Fig. 1: logic cells by family
Bar = 50 µm.
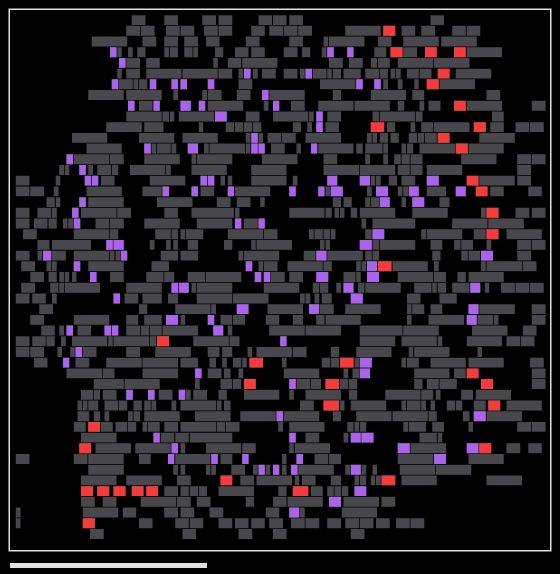
Fig. 2: ports around the boundary
Pins as bars across the die edge, other pins in gray.
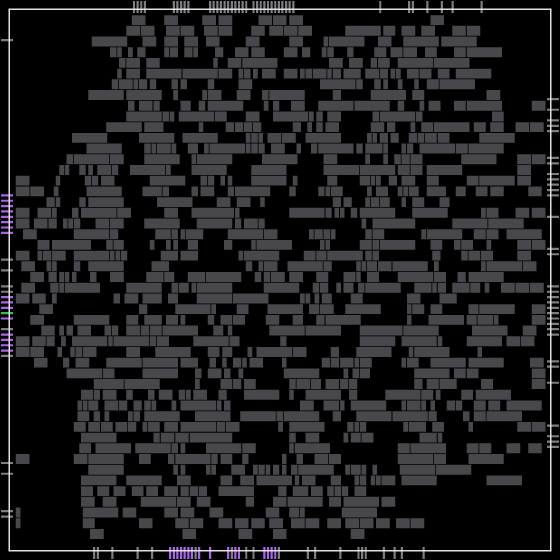
Fig. 3: sequential cells grouped by signal name
Bar = 50 µm. Other sequential cells in the stronger gray, the rest of the logic in the fainter gray.
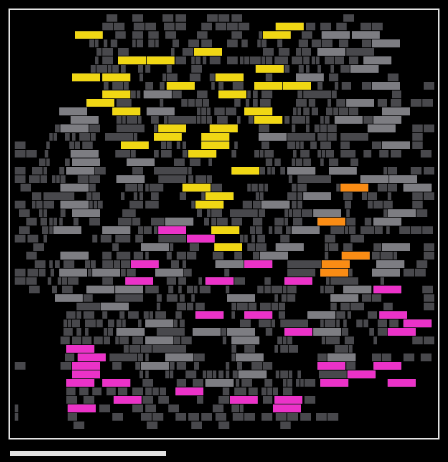
Fig. 4: signal wires by layer
Only two layers are drawn.
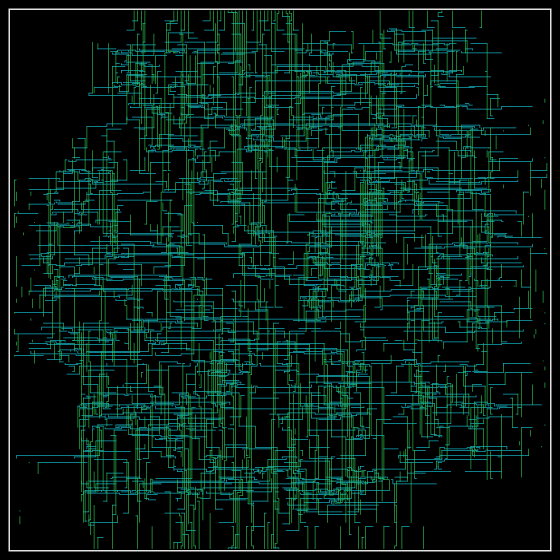
Fig. 5: clock routing
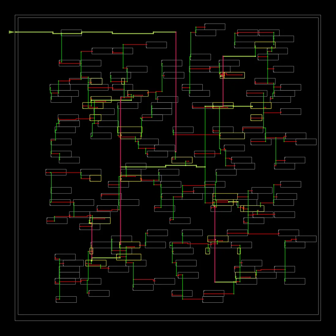
`config.mk`:
```
export PLATFORM = sky130hd
export DESIGN_NAME = int_to_fp_operand_stage
export DESIGN_NICKNAME = d
export VERILOG_FILES = /design/src/rtl/fp_div_pkg.sv /design/src/rtl/u32_to_fp_norm.sv /design/src/rtl/int_to_fp_operand_stage.sv
export SDC_FILE = /design/constraint.sdc
export NUM_CORES = 1
export LEC_CHECK = 0
export CAP_MARGIN = 20
export CORE_UTILIZATION = 40
export CTS_CLUSTER_SIZE = 20
export DETAILED_ROUTE_END_ITERATION = 12
export PLACE_DENSITY_LB_ADDON = 0.12
export SLEW_MARGIN = 15
export SYNTH_ARGS = -nofsm -noshare
export SYNTH_HDL_FRONTEND = slang
export SYNTH_SLANG_ARGS = --single-unit
export TNS_END_PERCENT = 20
```
`constraint.sdc`:
```
create_clock -name clk -period 9.5 [get_ports clk]
set_clock_uncertainty 0.1 [all_clocks]
set_input_delay 2.85 -clock clk [delete_from_list [all_inputs] [get_ports clk]]
set_output_delay 2.85 -clock clk [all_outputs]
set_load 0.01 [all_outputs]
```
`src/rtl/fp_div_pkg.sv`:
```
// Shared types and constants for the float divider operand path.
package fp_div_pkg;

  localparam int FP_BIAS   = 127;
  localparam int FP_MANT_W = 23;
  localparam int FP_EXP_W  = 8;
  localparam logic [31:0] FP_ZERO = 32'h0000_0000;

  // Operand-stage sequencing: capture, normalise, round/pack, present.
  typedef enum logic [1:0] {
    IDLE  = 2'd0,
    NORM  = 2'd1,
    ROUND = 2'd2,
    OUT   = 2'd3
  } state_e;

endpackage

```
`src/rtl/u32_to_fp_norm.sv`:
```
// One unsigned 32-bit to IEEE-754 single converter lane: holds the working
// register and shift count, normalises one bit per enabled cycle, and offers
// the round-to-nearest-even packed result combinationally.
module u32_to_fp_norm
  import fp_div_pkg::*;
#(
  parameter int BIAS = FP_BIAS
) (
  input  logic        clk,
  input  logic        rst,
  input  logic        load,
  input  logic        shift_en,
  input  logic [31:0] value,
  output logic        done,
  output logic [31:0] fp
);

  // Exponent for a value whose leading one already sits in bit 31.
  localparam logic [FP_EXP_W-1:0] EXP_TOP = FP_EXP_W'(BIAS + 31);

  logic [31:0]          work_q;
  logic [4:0]           cnt_q;
  logic                 zero_q;
  logic                 guard;
  logic                 sticky;
  logic                 round_up;
  logic [FP_MANT_W:0]   mant_sum;
  logic [FP_EXP_W-1:0]  exp_val;

  // A lane is finished once normalised or when it holds zero (never normalises).
  assign done = zero_q | work_q[31];

  // Capture a new operand, or shift it one place toward bit 31.
  // NOTE: sequential state uses non-blocking assignments so every register
  // samples pre-edge values regardless of statement order.
  always_ff @(posedge clk or posedge rst) begin
    if (rst) begin
      work_q <= '0;
      cnt_q  <= '0;
      zero_q <= 1'b0;
    end else if (load) begin
      work_q <= value;
      cnt_q  <= '0;
      zero_q <= (value == '0);
    end else if (shift_en && !done) begin
      work_q <= {work_q[30:0], 1'b0};
      cnt_q  <= cnt_q + 5'd1;
    end
  end

  // Round to nearest even on the bits below the 23-bit mantissa and pack.
  // NOTE: every output of this block is given a default first so no latch
  // can be inferred on any path.
  always_comb begin
    guard    = work_q[7];
    sticky   = |work_q[6:0];
    round_up = guard & (sticky | work_q[8]);
    mant_sum = {1'b0, work_q[30:8]} + {{FP_MANT_W{1'b0}}, round_up};
    // A mantissa carry-out leaves the low 23 bits zero and bumps the exponent.
    exp_val  = EXP_TOP - {3'b000, cnt_q} + {{(FP_EXP_W-1){1'b0}}, mant_sum[FP_MANT_W]};
    fp       = zero_q ? FP_ZERO : {1'b0, exp_val, mant_sum[FP_MANT_W-1:0]};
  end

endmodule

```
`src/rtl/int_to_fp_operand_stage.sv`:
```
// Operand stage for the float divider: accepts an unsigned numerator and
// denominator pair, converts both to IEEE-754 single, and hands the pair plus
// a divide-by-zero flag downstream. One pair in flight at a time.
module int_to_fp_operand_stage
  import fp_div_pkg::*;
#(
  parameter int XLEN = 32,
  parameter int BIAS = FP_BIAS
) (
  input  logic            clk,
  input  logic            rst,
  input  logic            in_valid,
  output logic            in_ready,
  input  logic [XLEN-1:0] num_int,
  input  logic [XLEN-1:0] den_int,
  output logic            out_valid,
  input  logic            out_ready,
  output logic [XLEN-1:0] num_fp,
  output logic [XLEN-1:0] den_fp,
  output logic            div_by_zero
);

  state_e      state_q;
  state_e      state_d;
  logic        load;
  logic        shift_en;
  logic        num_done;
  logic        den_done;
  logic [31:0] num_fp_c;
  logic [31:0] den_fp_c;

  assign in_ready = (state_q == IDLE);
  assign load     = in_ready & in_valid;
  assign shift_en = (state_q == NORM);

  u32_to_fp_norm #(.BIAS(BIAS)) u_num (
    .clk      (clk),
    .rst      (rst),
    .load     (load),
    .shift_en (shift_en),
    .value    (num_int),
    .done     (num_done),
    .fp       (num_fp_c)
  );

  u32_to_fp_norm #(.BIAS(BIAS)) u_den (
    .clk      (clk),
    .rst      (rst),
    .load     (load),
    .shift_en (shift_en),
    .value    (den_int),
    .done     (den_done),
    .fp       (den_fp_c)
  );

  // State register.
  always_ff @(posedge clk or posedge rst) begin
    if (rst) state_q <= IDLE;
    else     state_q <= state_d;
  end

  // Next-state: normalise until both lanes are done, then round, then hold.
  always_comb begin
    state_d = state_q;
    unique case (state_q)
      IDLE:    if (in_valid)             state_d = NORM;
      NORM:    if (num_done && den_done) state_d = ROUND;
      ROUND:                             state_d = OUT;
      OUT:     if (out_ready)            state_d = IDLE;
      default:                           state_d = IDLE;
    endcase
  end

  // Output registers: loaded in ROUND, held through OUT, kept after handshake.
  always_ff @(posedge clk or posedge rst) begin
    if (rst) begin
      out_valid   <= 1'b0;
      num_fp      <= '0;
      den_fp      <= '0;
      div_by_zero <= 1'b0;
    end else if (state_q == ROUND) begin
      out_valid   <= 1'b1;
      num_fp      <= num_fp_c;
      den_fp      <= den_fp_c;
      // Only a zero operand packs to all-zero bits.
      div_by_zero <= (den_fp_c == FP_ZERO);
    end else if (state_q == OUT && out_ready) begin
      out_valid   <= 1'b0;
    end
  end

endmodule

```
==> Changelog: implementation <==
## Implementation

* Repair and plain buffers at 141
* Crit path from: state_q[0]
* Area fraction in compound gates at 0.144
* Via density at between 5 and 6
* Status: complete, no violations
* Mux area share at 0.0838
* # clk buffers at 25
* Biggest regs: u_den.work_q: 32 flops, u_num.work_q: 32 flops
* Sequential share of power at 0.382
* Main flop type: dfrtp_1
* Largest net degree at the start of global routing at roughly 140
* Yosys top cell area share at 0.486
* Hold Path Sink: num_fp[0]
* IO buf count at 132
* Core ar. at roughly 18,000 µm²
* RSZ-0062 raised after global routing: false
* Antenna Cells at 0
* Critical path buffer and inverter count at 2
* Clock power frac at 0.224
* Top power group: combinational cells
* Top cells by area: dfrtp_1, mux2i_1, nand2_1
* DP Worst Slack at about 4.5 ns
* Slowest cell delay on critical path at between 0.5 and 0.6 ns
* HPWL after DPL at between 10,000 and 15,000 µm
* Most instantiated library cell after synthesis: dfrtp_1
* Logic Gate Count at around 530
* Net Switching at 1160 µW
* Crit path depth at 3
-- Fig. 1 (at the start) --
Key: purple = aoi and oai cells [cells 116]; red = non-inverting ao/oa cells [cells 37, where spread over the die]

-- Fig. 2 (at the start) --
Key: green = out_valid [pins 1, direction output, edge left]; purple = num_int [pins 32, direction input, edge 16 left, 16 bottom]

-- Fig. 3 (at the start) --
Key: magenta = num_fp [flops 31]; yellow = u_den.work_q [flops 32, where top middle]; orange = u_den.cnt_q [flops 5, where right middle]
Another 74 sequential cells are not colored.

-- Fig. 4 (at the start) --
Key: green = M2 [wire length 8,710 µm]; cyan = M1 [wire length 8,660 µm]

-- Fig. 5 (at the start) --
Clock Power: 705 µW
total clock sinks: 142

No activity file was given, so power comes from the tool's default toggle rates.
